File: src/rtl/mem_sched_pkg.sv
// Shared definitions for the memory access scheduler.
//   - state_e : scheduler FSM states (IDLE, BUSY_D, BUSY_F)
//   - AW_DEF / DW_DEF : default address / data widths
//   - CNT_W   : width of the stall-cycle performance counter
//   - sat_inc : saturating increment used by the stall counter
package mem_sched_pkg;

   localparam int AW_DEF = 16;
   localparam int DW_DEF = 16;
   localparam int CNT_W  = 16;

   typedef enum logic [1:0] {
      IDLE   = 2'd0,
      BUSY_D = 2'd1,
      BUSY_F = 2'd2
   } state_e;

   // Increment that sticks at all-ones instead of wrapping to zero.
   function automatic logic [CNT_W-1:0] sat_inc(input logic [CNT_W-1:0] v);
      logic [CNT_W-1:0] r;
      if (v == {CNT_W{1'b1}}) begin
         r = v;
      end else begin
         r = v + {{(CNT_W-1){1'b0}}, 1'b1};
      end
      return r;
   endfunction

endpackage

File: src/rtl/mem_resp_reg.sv
// Per-port response holder: read-data register plus "access done this step"
// flag. One instance per requester (fetch, data).
// Ports:
//   clk, reset      - clock, asynchronous active-low reset
//   set_done        - access completed this cycle (mem_ack seen for this port)
//   load            - capture cap_data into rdata (reads only)
//   cap_data        - memory read data
//   clr             - pipeline advances: clear done flag (rdata is kept)
//   rdata, done     - registered outputs
module mem_resp_reg
   import mem_sched_pkg::*;
#(
   parameter int DW = DW_DEF
) (
   input  logic          clk,
   input  logic          reset,
   input  logic          set_done,
   input  logic          load,
   input  logic [DW-1:0] cap_data,
   input  logic          clr,
   output logic [DW-1:0] rdata,
   output logic          done
);

   logic [DW-1:0] rdata_d, rdata_q;
   logic          done_d, done_q;

   // Next-state for data register and done flag; completion wins over clear.
   always_comb begin
      rdata_d = rdata_q;
      done_d  = done_q;
      if (load) begin
         rdata_d = cap_data;
      end else begin
         rdata_d = rdata_q;
      end
      if (set_done) begin
         done_d = 1'b1;
      end else if (clr) begin
         done_d = 1'b0;
      end else begin
         done_d = done_q;
      end
   end

   // Response state flops.
   always_ff @(posedge clk or negedge reset) begin
      if (!reset) begin
         rdata_q <= {DW{1'b0}};
         done_q  <= 1'b0;
      end else begin
         rdata_q <= rdata_d;
         done_q  <= done_d;
      end
   end

   assign rdata = rdata_q;
   assign done  = done_q;

endmodule

File: src/rtl/mem_access_scheduler.sv
// Arbitrates one single-ported, variable-latency memory between instruction
// fetch and the MEM-stage data port. Within a pipeline step the data access
// (older instruction) is served first, then the fetch; `stall` holds the
// pipeline until every access of the step is complete, then drops for
// exactly one advance cycle. Also counts stall cycles (saturating).
// Ports:
//   clk, reset                       - clock, asynchronous active-low reset
//   if_req, if_addr, if_rdata        - fetch request / address / read data
//   d_rd, d_wr, d_addr, d_wdata,
//   d_rdata                          - data load/store request and load data
//   mem_req, mem_we, mem_addr,
//   mem_wdata, mem_rdata, mem_ack    - memory handshake
//   stall                            - freeze pipeline registers and PC
//   stall_cnt                        - saturating stall-cycle counter
module mem_access_scheduler
   import mem_sched_pkg::*;
#(
   parameter int AW = AW_DEF,
   parameter int DW = DW_DEF
) (
   input  logic             clk,
   input  logic             reset,
   input  logic             if_req,
   input  logic [AW-1:0]    if_addr,
   output logic [DW-1:0]    if_rdata,
   input  logic             d_rd,
   input  logic             d_wr,
   input  logic [AW-1:0]    d_addr,
   input  logic [DW-1:0]    d_wdata,
   output logic [DW-1:0]    d_rdata,
   output logic             mem_req,
   output logic             mem_we,
   output logic [AW-1:0]    mem_addr,
   output logic [DW-1:0]    mem_wdata,
   input  logic [DW-1:0]    mem_rdata,
   input  logic             mem_ack,
   output logic             stall,
   output logic [CNT_W-1:0] stall_cnt
);

   state_e           state_d, state_q;
   logic             mem_req_d, mem_req_q;
   logic             mem_we_d, mem_we_q;
   logic [AW-1:0]    mem_addr_d, mem_addr_q;
   logic [DW-1:0]    mem_wdata_d, mem_wdata_q;
   logic [CNT_W-1:0] stall_cnt_d, stall_cnt_q;

   logic f_done_s, d_done_s;
   logic f_set_s, f_load_s, d_set_s, d_load_s;
   logic pend_d_s, pend_f_s, stall_s;

   assign pend_d_s = (d_rd | d_wr) & ~d_done_s;
   assign pend_f_s = if_req & ~f_done_s;
   assign stall_s  = pend_d_s | pend_f_s | (state_q != IDLE);

   // FSM next-state and memory request fields; request fields are only
   // reloaded when entering a BUSY state, otherwise held stable.
   always_comb begin
      state_d     = state_q;
      mem_req_d   = mem_req_q;
      mem_we_d    = mem_we_q;
      mem_addr_d  = mem_addr_q;
      mem_wdata_d = mem_wdata_q;
      f_set_s     = 1'b0;
      f_load_s    = 1'b0;
      d_set_s     = 1'b0;
      d_load_s    = 1'b0;
      case (state_q)
         IDLE: begin
            if (pend_d_s) begin
               state_d     = BUSY_D;
               mem_req_d   = 1'b1;
               mem_we_d    = d_wr;      // rd+wr together resolves to a write
               mem_addr_d  = d_addr;
               mem_wdata_d = d_wdata;
            end else if (pend_f_s) begin
               state_d    = BUSY_F;
               mem_req_d  = 1'b1;
               mem_we_d   = 1'b0;
               mem_addr_d = if_addr;
            end else begin
               state_d   = IDLE;
               mem_req_d = 1'b0;
            end
         end
         BUSY_D: begin
            if (mem_ack) begin
               d_set_s  = 1'b1;
               d_load_s = ~mem_we_q;
               if (pend_f_s) begin
                  // Chain straight into the fetch without dropping mem_req.
                  state_d    = BUSY_F;
                  mem_req_d  = 1'b1;
                  mem_we_d   = 1'b0;
                  mem_addr_d = if_addr;
               end else begin
                  state_d   = IDLE;
                  mem_req_d = 1'b0;
               end
            end else begin
               state_d = BUSY_D;
            end
         end
         BUSY_F: begin
            if (mem_ack) begin
               f_set_s   = 1'b1;
               f_load_s  = 1'b1;
               state_d   = IDLE;
               mem_req_d = 1'b0;
            end else begin
               state_d = BUSY_F;
            end
         end
         default: begin
            state_d   = IDLE;
            mem_req_d = 1'b0;
         end
      endcase
   end

   // Stall counter next value.
   always_comb begin
      if (stall_s) begin
         stall_cnt_d = sat_inc(stall_cnt_q);
      end else begin
         stall_cnt_d = stall_cnt_q;
      end
   end

   // FSM, registered memory interface and stall counter.
   always_ff @(posedge clk or negedge reset) begin
      if (!reset) begin
         state_q     <= IDLE;
         mem_req_q   <= 1'b0;
         mem_we_q    <= 1'b0;
         mem_addr_q  <= {AW{1'b0}};
         mem_wdata_q <= {DW{1'b0}};
         stall_cnt_q <= {CNT_W{1'b0}};
      end else begin
         state_q     <= state_d;
         mem_req_q   <= mem_req_d;
         mem_we_q    <= mem_we_d;
         mem_addr_q  <= mem_addr_d;
         mem_wdata_q <= mem_wdata_d;
         stall_cnt_q <= stall_cnt_d;
      end
   end

   mem_resp_reg #(.DW(DW)) u_resp_f (
      .clk      (clk),
      .reset    (reset),
      .set_done (f_set_s),
      .load     (f_load_s),
      .cap_data (mem_rdata),
      .clr      (~stall_s),
      .rdata    (if_rdata),
      .done     (f_done_s)
   );

   mem_resp_reg #(.DW(DW)) u_resp_d (
      .clk      (clk),
      .reset    (reset),
      .set_done (d_set_s),
      .load     (d_load_s),
      .cap_data (mem_rdata),
      .clr      (~stall_s),
      .rdata    (d_rdata),
      .done     (d_done_s)
   );

   assign mem_req   = mem_req_q;
   assign mem_we    = mem_we_q;
   assign mem_addr  = mem_addr_q;
   assign mem_wdata = mem_wdata_q;
   assign stall     = stall_s;
   assign stall_cnt = stall_cnt_q;

endmodule

File: config.mk
export PLATFORM = sky130hd
export DESIGN_NAME = mem_access_scheduler
export DESIGN_NICKNAME = d
export VERILOG_FILES = /design/src/rtl/mem_sched_pkg.sv /design/src/rtl/mem_resp_reg.sv /design/src/rtl/mem_access_scheduler.sv
export SDC_FILE = /design/constraint.sdc
export NUM_CORES = 1
export LEC_CHECK = 0
export CAP_MARGIN = 20
export CORE_MARGIN = 2
export CORE_UTILIZATION = 43
export CTS_CLUSTER_DIAMETER = 200
export DETAILED_ROUTE_END_ITERATION = 8
export PLACE_DENSITY = 0.81
export SLEW_MARGIN = 30
export SYNTH_ARGS = -nofsm -noshare
export SYNTH_HDL_FRONTEND = slang
export SYNTH_SLANG_ARGS = --single-unit
File: constraint.sdc
create_clock -name clk -period 2.1 [get_ports clk]
set_clock_uncertainty 0.1 [all_clocks]
set_input_delay 0.21 -clock clk [delete_from_list [all_inputs] [get_ports clk]]
set_output_delay 0.21 -clock clk [all_outputs]
set_load 0.1 [all_outputs]
Figure 1. Cell placement (run 1).
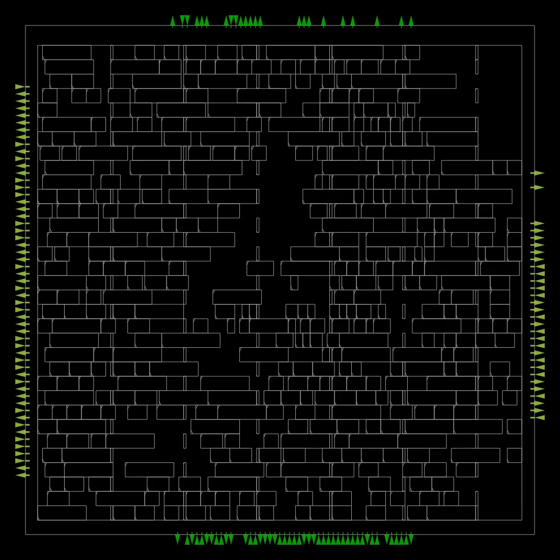
flip-flops: 86
core area: 8220 um2
final core area utilization: 0.668

Figure 2. Routed metal, one colour a layer (run 1).
(4 px per um) Two of the layers only.
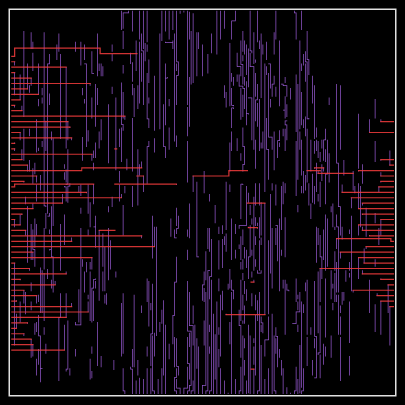
Key: M3 = red [wire length 829 um]; M2 = purple [wire length 4240 um]
vias: 2794
Total GRT Usage: 0.197
Routed WL: 8650 um
Avg WL per Cell: 15.9 um

Figure 3. Zoomed window (run 1).
Window x 33 to 63, y 33 to 63 um. Cells in grey, sequential cells in the stronger grey; small squares are vias.
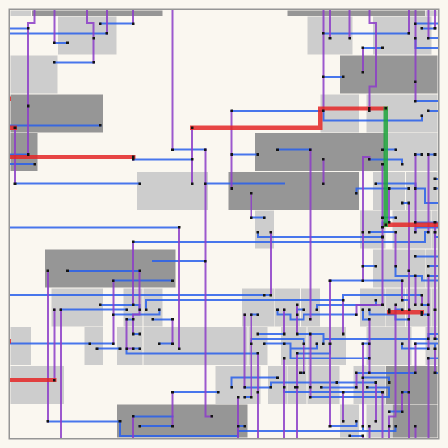
Key: M3 = red; M1 = blue; M4 = green; M2 = purple
Most frequent: o21ai_0 (6), nand2_1 (6), dfrtp_1 (5). 44 logic cells have their middle in the window. Sequential cells in the window: 6.

==> flow_metrics.env, run 1 <==
# flow metrics
export IMPL_status="finished, final reports clean"
export IMPL_areaGrowthSynthToFinish_pct=50.1
export IMPL_synth_cell_type_count=41
export IMPL_antenna_found_initial=0
export IMPL_cts_tree="done"
export IMPL_critPathTopFamily="simple AND/OR/NAND/NOR gates"
export IMPL_worstSetupPathType="flip-flop to output port"
export IMPL_topCombFamilyByArea="multiplexers"
export IMPL_cp_cell_sequence="or2_4 > nor3_2 > buf_4 > inv_1 > buf_12"
export IMPL_hold_violations=0
export IMPL_ff_type="dfrtp_1"
export IMPL_startpoint_type="flip-flop"
export IMPL_synth_top_cell_by_count="dfrtp_1"
export IMPL_enable_flop_cells=0
export IMPL_top_cells_by_count="dfrtp_1 (86), mux2_2 (62), nand2_1 (12)"
export IMPL_rows=33
export IMPL_rr_worst_depth=6
export IMPL_chip_area_um2=9260
export IMPL_busiest_layer="met2"
export IMPL_finalWeightedCongestion=0.822
export IMPL_clkTransAtPathRegs_ns=0.08
export IMPL_finalCriticalPeriod_ns=2.01
export IMPL_path_max_fanout=13
export IMPL_cp_required_ns=1.79
export IMPL_drt_met1_wl_um=3500
export IMPL_reg2reg_from="stall_cnt[1]$_DFFE_PN0P_"
export IMPL_end_kind="output port"
export IMPL_worst_slew_pin_slew_ns=0.483
export IMPL_synth_warning_count=0
export IMPL_first_iter_violations=48
export IMPL_clkLatencyLatePin_ns=0.35
export IMPL_ys_sh_simple=0.104
export IMPL_worstSetupPathDepth=5
export IMPL_post_dp_cell_area_um2=5260
export IMPL_reg2reg_to="stall_cnt[9]$_DFFE_PN0P_"
export IMPL_post_cts_buffers=0
export IMPL_final_nets=507
export IMPL_synth_compound_area_share=0.0640
export IMPL_yosys_area_um2=3660
export IMPL_synthMuxAreaShare=0.198
export IMPL_slew_violations=0
export IMPL_setup_viol=0
export IMPL_top_cell_area_share=0.588
export IMPL_grt_max_degree=33
export IMPL_maxCapViolations=0
export IMPL_final_layout_size_suffix_gt1_frac=0.486
export IMPL_lay_top_count="buf_4"
export IMPL_grt_pass1_wl_um=13900
export IMPL_die_h_um=96.2
export IMPL_use_met2=0.321
export IMPL_top_cells_by_area="dfrtp_1 (59%), mux2_2 (19%), xor2_1 (2.6%), o221a_2 (2.5%), or3_1 (1.4%)"
export IMPL_critPathSlowestCell="dfrtp_1"
export IMPL_hold_ws_ns=0.211
export IMPL_final_cell_mix="buf_4 (93), dfrtp_1 (70), clkdlybuf4s50_1 (68)"
export IMPL_ys_cells=265
export IMPL_dp_hpwl_um=6540
export IMPL_async_reset_ff_frac=1.00
export IMPL_synth_nets=336
export IMPL_ys_seq_frac=0.588
export IMPL_via_per_inst=5.13
export IMPL_rrSetupSlack_ns=0.25
export IMPL_synth_cells=265
export IMPL_numSynthFlops=86
export IMPL_arrival_ns=1.70
export IMPL_cpPeakStageDelay_ns=0.46
export IMPL_layout_setup_ws_ns=0.0933
export IMPL_io_buffers=152
export IMPL_cts_buffers=9
export IMPL_initial_core_util=0.445
export IMPL_period_used=0.956
export IMPL_syn_avg_cell_area_um2=13.8
export IMPL_ant_nets=0
export IMPL_critPathLaunch="state_q[0]$_DFF_PN0_"
-- run 1: final cells by class --
class | instances | area (um2) | share of cell area
clock inverters | 5 | 81.3 | 0.0148
clock buffers | 10 | 138 | 0.0251
repair buffers | 167 | 1490 | 0.271
multi-input cells | 169 | 1460 | 0.266
flip-flops and latches | 86 | 2180 | 0.397
well taps | 105 | 131 | 0.0239
inverters | 3 | 11.3 | 0.00205
-- run 1: what timing repair did --
| action | 4_1_cts | 5_1_grt |
|---|---|---|
| endpoints found under the setup margin | 1 | 0 |
| endpoints found under the hold margin | 35 | 0 |
| hold buffers | 1 | 0 |
| resized | 1 | 0 |
-- run 1: kinds of logic after synthesis --
family | count (synthesis)
and+or+nand+nor | 63
adders and majority gates | 1
xor gates and xnor gates | 12
buffers and inverters | 10
muxes | 64
DFF | 86
AOI/OAI and AO/OA | 29
## Run 2: what changed since run 1
--- a/config.mk
+++ b/config.mk
@@ -10,6 +10,7 @@
 export CORE_UTILIZATION = 43
 export CTS_CLUSTER_DIAMETER = 200
 export DETAILED_ROUTE_END_ITERATION = 8
+export GPL_ROUTABILITY_DRIVEN = 0
 export PLACE_DENSITY = 0.81
 export SLEW_MARGIN = 30
 export SYNTH_ARGS = -nofsm -noshare
==> run 2 against run 1 <==
  * First-iteration DRC count unchanged
  * Die area unchanged
  * Sequential share of layout area is the same
  * Largest cell class unchanged
  * Flip-flop count did not move
  * Cell area unchanged
  * Core utilization did not move
  * Highest routed layer unchanged
  * Critical endpoint unchanged
  * Via count is the same
==> flow_metrics.env, run 2 <==
# flow metrics
export IMPL_top_cells_by_area="dfrtp_1 (59%), mux2_2 (19%), xor2_1 (2.6%), o221a_2 (2.5%), or3_1 (1.4%)"
export IMPL_final_nets=507
export IMPL_first_iter_violations=48
export IMPL_period_used=0.956
export IMPL_top_cells_by_count="dfrtp_1 (86), mux2_2 (62), nand2_1 (12)"
export IMPL_die_h_um=96.2
export IMPL_dpl_cell_count=529
export IMPL_diodes=0
export IMPL_synth_top_cell_by_count="dfrtp_1"
export IMPL_initial_core_util=0.445
export IMPL_arrival_ns=1.70
export IMPL_rows=33
export IMPL_post_dp_cell_area_um2=5260
export IMPL_numSynthFlops=86
export IMPL_routed_wl_um=8650
export IMPL_io_buffers=152
export IMPL_gr_total_overflow=0
export IMPL_synth_nets=336
export IMPL_fin_util=0.668
export IMPL_worstSetupPathDepth=5
export IMPL_synth_cells=265
export IMPL_reg2reg_to="stall_cnt[9]$_DFFE_PN0P_"
export IMPL_drt_met1_wl_um=3500
export IMPL_reg2reg_from="stall_cnt[1]$_DFFE_PN0P_"
export IMPL_synth_compound_area_share=0.0640
export IMPL_maxCapViolations=0
export IMPL_top_cell_area_share=0.588
export IMPL_synth_cell_type_count=41
export IMPL_cp_cell_sequence="or2_4 > nor3_2 > buf_4 > inv_1 > buf_12"
export IMPL_rr_worst_depth=6
export IMPL_dp_hpwl_um=6540
export IMPL_clkLatencyLatePin_ns=0.35
export IMPL_cts_tree="done"
export IMPL_synth_warning_count=0
export IMPL_lay_top_count="buf_4"
export IMPL_wire_per_inst_um=15.9
export IMPL_critPathSlowestCell="dfrtp_1"
export IMPL_cts_buffers=9
export IMPL_synthMuxAreaShare=0.198
export IMPL_async_reset_ff_frac=1.00
export IMPL_grt_max_degree=33
export IMPL_use_met2=0.321
export IMPL_layout_setup_ws_ns=0.0933
export IMPL_end_kind="output port"
export IMPL_ff_type="dfrtp_1"
export IMPL_critPathTopFamily="simple AND/OR/NAND/NOR gates"
export IMPL_enable_flop_cells=0
export IMPL_slew_violations=0
export IMPL_chip_area_um2=9260
export IMPL_hold_ws_ns=0.211
export IMPL_worst_slew_pin_slew_ns=0.483
export IMPL_dr_total_vias=2794
export IMPL_setup_tns_ns=0
export IMPL_core_um2=8220
export IMPL_ys_sh_simple=0.104
export IMPL_path_max_fanout=13
export IMPL_yosys_area_um2=3660
export IMPL_finalCriticalPeriod_ns=2.01
export IMPL_worstSetupPathType="flip-flop to output port"
export IMPL_top_area_cell="dfrtp_1"
export IMPL_cp_required_ns=1.79
export IMPL_ys_seq_frac=0.588
export IMPL_status="finished, final reports clean"
export IMPL_setup_viol=0
export IMPL_via_per_inst=5.13
export IMPL_drcViolationCount=0
export IMPL_grt_util_all_layers=0.197
export IMPL_grt_pass1_wl_um=13900
export IMPL_syn_avg_cell_area_um2=13.8
export IMPL_busiest_layer="met2"
export IMPL_crit_end="stall"
export IMPL_ant_nets=0
export IMPL_clock_fmax_ghz=0.498
export IMPL_ys_cells=265
export IMPL_ys_sh_adder=0.00342
export IMPL_startpoint_type="flip-flop"
export IMPL_clkTransAtPathRegs_ns=0.08
export IMPL_hold_violations=0
[run 2: cell counts in the layout (fill, tap and decap cells not counted)]
No cell type changed its count.
[run 2: what timing repair did]
action | in CTS | in global routing
endpoints found under the setup margin | 1 | 0
buffers inserted | 0 | 0
hold buffers | 1 | 0
gates resized | 1 | 0
hold endpoints to repair | 35 | 0
[run 2: layout make-up]
| cell class | count | area (um2) | share of cell area |
|---|---|---|---|
| Sequential cell | 86 | 2180 | 0.397 |
| Timing Repair Buffer | 167 | 1490 | 0.271 |
| Clock inverter | 5 | 81.3 | 0.0148 |
| Clock buffer | 10 | 138 | 0.0251 |
| Inverter | 3 | 11.3 | 0.00205 |
| Tap cell | 105 | 131 | 0.0239 |
| Multi-Input combinational cell | 169 | 1460 | 0.266 |
Figure 4. Wire density map (run 2).
(3 px per um) 19 x 19 tiles, from dark purple (low) to yellow (high), scaled to the fullest tile. Values are wire area over tile area, all layers added.
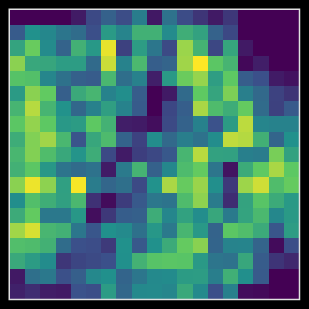
The mean over all tiles is 0.15. The fullest tile reaches 0.34. The emptiest ninth of the die: top right. The densest ninth of the die: left middle. 42% of the tiles are over half the peak. 6.4% of the tiles are nearly empty.

Figure 5. Zoomed window (run 2).
Window x 33 to 63, y 33 to 63 um. Cells in grey, sequential cells in the stronger grey; small squares are vias.
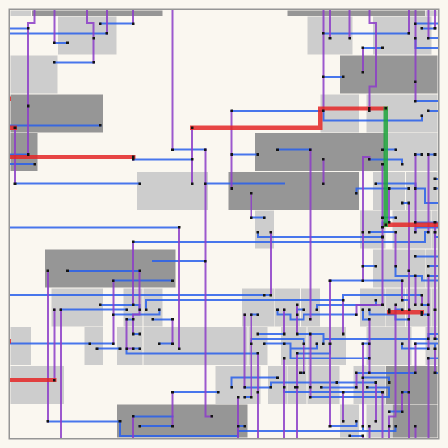
Key: M4 = green; M3 = red; M1 = blue; M2 = purple
Sequential cells in the window: 6. 44 logic cells have their middle in the window. Most frequent: o21ai_0 (6), nand2_1 (6), dfrtp_1 (5).

## Run 3: what changed since run 2
--- a/config.mk
+++ b/config.mk
@@ -5,13 +5,14 @@
 export SDC_FILE = /design/constraint.sdc
 export NUM_CORES = 1
 export LEC_CHECK = 0
+export ABC_AREA = 0
 export CAP_MARGIN = 20
 export CORE_MARGIN = 2
-export CORE_UTILIZATION = 43
+export CORE_UTILIZATION = 39
 export CTS_CLUSTER_DIAMETER = 200
 export DETAILED_ROUTE_END_ITERATION = 8
 export GPL_ROUTABILITY_DRIVEN = 0
-export PLACE_DENSITY = 0.81
+export PLACE_DENSITY = 0.77
 export SLEW_MARGIN = 30
 export SYNTH_ARGS = -nofsm -noshare
 export SYNTH_HDL_FRONTEND = slang
==> constraint.sdc (replaced) <==
create_clock -name clk -period 1.7 [get_ports clk]
set_clock_uncertainty 0.1 [all_clocks]
set_input_delay 0.17 -clock clk [delete_from_list [all_inputs] [get_ports clk]]
set_output_delay 0.17 -clock clk [all_outputs]
set_load 0.1 [all_outputs]
==> run 3 against run 2 <==
  * The flow now finishes with violations (setup timing)
  * Critical path type is now flip-flop to flip-flop
  * Highest routed layer unchanged
  * Count of clock-buffer cells in the layout shrank 1
  * Final cell count increased by 12%
  * Setup slack got worse by 0.28 ns
  * Core utilization rose by 14 points
==> flow_metrics.env, run 3 <==
# flow metrics
export IMPL_top_cells_by_area="dfrtp_1 (59%), mux2_2 (19%), xor2_1 (2.6%), o221a_2 (2.5%), or3_1 (1.4%)"
export IMPL_core_um2=9150
export IMPL_critPathTopFamily="simple AND/OR/NAND/NOR gates"
export IMPL_numSynthFlops=86
export IMPL_synth_compound_area_share=0.0640
export IMPL_nonClockInverterCount=3
export IMPL_gr_total_overflow=0
export IMPL_clkLatencyLatePin_ns=0.35
export IMPL_top_cells_by_count="dfrtp_1 (86), mux2_2 (62), nand2_1 (12)"
export IMPL_layout_setup_ws_ns=-0.184
export IMPL_path_max_fanout=6
export IMPL_hp_class="primary input to asynchronous set/reset pin"
export IMPL_yosys_area_um2=3660
export IMPL_register_area_um2=2210
export IMPL_end_kind="flip-flop"
export IMPL_critPathLaunch="stall_cnt[0]$_DFFE_PN0P_"
export IMPL_ys_sh_adder=0.00342
export IMPL_use_met2=0.419
export IMPL_areaGrowthSynthToFinish_pct=102
export IMPL_clkCellAreaFrac=0.0235
export IMPL_cpPeakStageDelay_ns=0.47
export IMPL_grt_pass1_vias=3633
export IMPL_maxCapViolations=0
export IMPL_cts_tree="done"
export IMPL_worstSetupPathType="flip-flop to flip-flop"
export IMPL_synth_cell_type_count=41
export IMPL_arrival_ns=2.03
export IMPL_hold_violations=0
export IMPL_use_met1=0.272
export IMPL_synthMuxAreaShare=0.198
export IMPL_nClkBuffers=9
export IMPL_top_area_cell="dfrtp_1"
export IMPL_fin_util=0.809
export IMPL_n_all_buffers=227
export IMPL_met3_length_um=844
export IMPL_cp_required_ns=1.85
export IMPL_ys_cells=265
export IMPL_cts_sinks=86
export IMPL_clock_fmax_ghz=0.531
export IMPL_critPathSlowestCell="dfrtp_4"
export IMPL_largestClassByArea="non-clock buffers"
export IMPL_cts_buffers=9
export IMPL_syn_avg_cell_area_um2=13.8
export IMPL_buffer_area_frac=0.412
export IMPL_top_cell_area_share=0.588
export IMPL_comb_share=0.245
export IMPL_busiest_layer="met2"
export IMPL_diodes=0
export IMPL_grt_pass1_wl_um=18800
export IMPL_finalCriticalPeriod_ns=1.88
export IMPL_synth_cells=265
export IMPL_dp_hpwl_um=7880
export IMPL_reg2reg_from="stall_cnt[0]$_DFFE_PN0P_"
export IMPL_synth_cellmix_xorXnorShare=0.0287
export IMPL_enable_flop_cells=0
export IMPL_chip_area_um2=10200
export IMPL_warnings=29
export IMPL_die_h_um=101
export IMPL_slew_violations=0
export IMPL_synth_nets=336
export IMPL_initial_core_util=0.400
export IMPL_cp_cell_sequence="ha_4 > nand4_1 > nor4_4 > buf_6 > nor3_2 > xor2_1"
export IMPL_final_layout_size_suffix_gt1_frac=0.611
export IMPL_pre_cts_ws_ns=-0.358
export IMPL_ff_type="dfrtp_1"
export IMPL_comb_cells=169
export IMPL_setup_viol=47
export IMPL_taps=111
export IMPL_startpoint_type="flip-flop"
export IMPL_post_dp_cell_area_um2=6660
export IMPL_flop_count=86
export IMPL_ys_seq_frac=0.588
export IMPL_setup_tns_ns=-3.12
export IMPL_violations="setup timing"
export IMPL_wl_met2_um=6800
export IMPL_crit_buf_inv=1
export IMPL_via_per_inst=5.30
export IMPL_clkTransAtPathRegs_ns=0.09
export IMPL_async_reset_ff_frac=1.00
export IMPL_layout_area_comb_um2=1820
export IMPL_top_layer_used="met4"
export IMPL_die_x_um=101
export IMPL_drcViolationCount=0
export IMPL_fin_area_um2=7410
export IMPL_synth_warning_count=0
export IMPL_lay_top_count="buf_12"
export IMPL_synth_top_cell_by_count="dfrtp_1"
export IMPL_dr_pass1_iters=4
export IMPL_fin_cells=612
export IMPL_drt_met1_wl_um=4760
export IMPL_period_used=1.11
export IMPL_grt_max_degree=41
export IMPL_io_buffers=152
export IMPL_status="complete, but fails checks"
export IMPL_dpl_cell_count=574
export IMPL_hold_ws_ns=0.204
export IMPL_first_iter_violations=103
export IMPL_ys_sh_simple=0.104
export IMPL_ant_nets=0
export IMPL_worst_slew_pin_slew_ns=0.408
export IMPL_final_nets=567
-- run 3: repair_timing --
action,4_1_cts,5_1_grt
endpoints found under the setup margin,44,73
endpoints found under the hold margin,26,0
cloned,1,1
pin swaps,11,17
buffers inserted,9,14
hold buffers,1,0
gates resized,52,37
-- run 3: path summary, 6_finish.rpt --
check / end / depth (start not counted)
setup / recovery: stall_cnt[3]$_DFFE_PN0P_ / 6
min in group clk: mem_wdata[0]$_DFFE_PN0P_ / 2
hold / removal: mem_addr[13]$_DFFE_PN0P_ / 2
hold reg to reg: stall_cnt[4]$_DFFE_PN0P_ / 1
setup reg to reg: stall_cnt[3]$_DFFE_PN0P_ / 6
max in group asynchronous: stall_cnt[8]$_DFFE_PN0P_ / 3
Figure 6. Wire density map (run 3).
(3 px per um) 20 x 20 tiles, from dark purple (low) to yellow (high), scaled to the fullest tile. Values are wire area over tile area, all layers added.
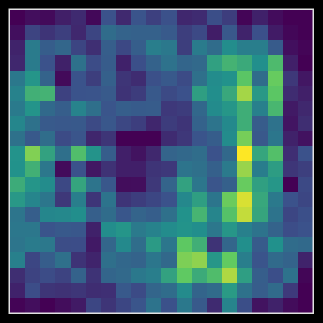
17% of the tiles are over half the peak. The mean over all tiles is 0.20. The fullest tile reaches 0.63. 4.3% of the tiles are nearly empty.
Total GRT Usage: 0.239
Avg WL per Cell: 20.9 um
vias: 3246
Routed WL: 12800 um

Figure 7. Cell placement (run 3).
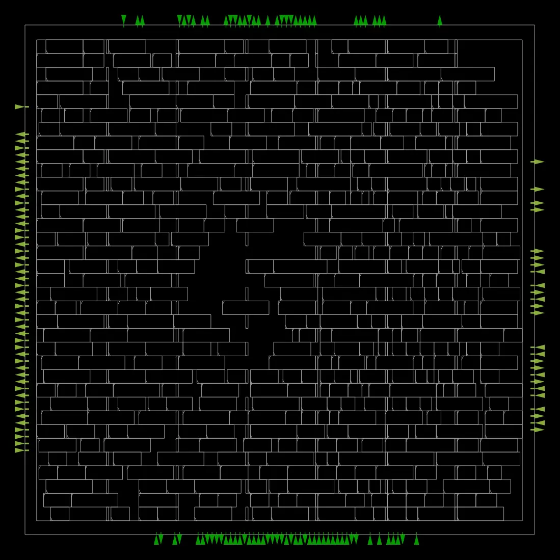
Layout fillers: 475
# rows: 35
flop share of the area: 0.299

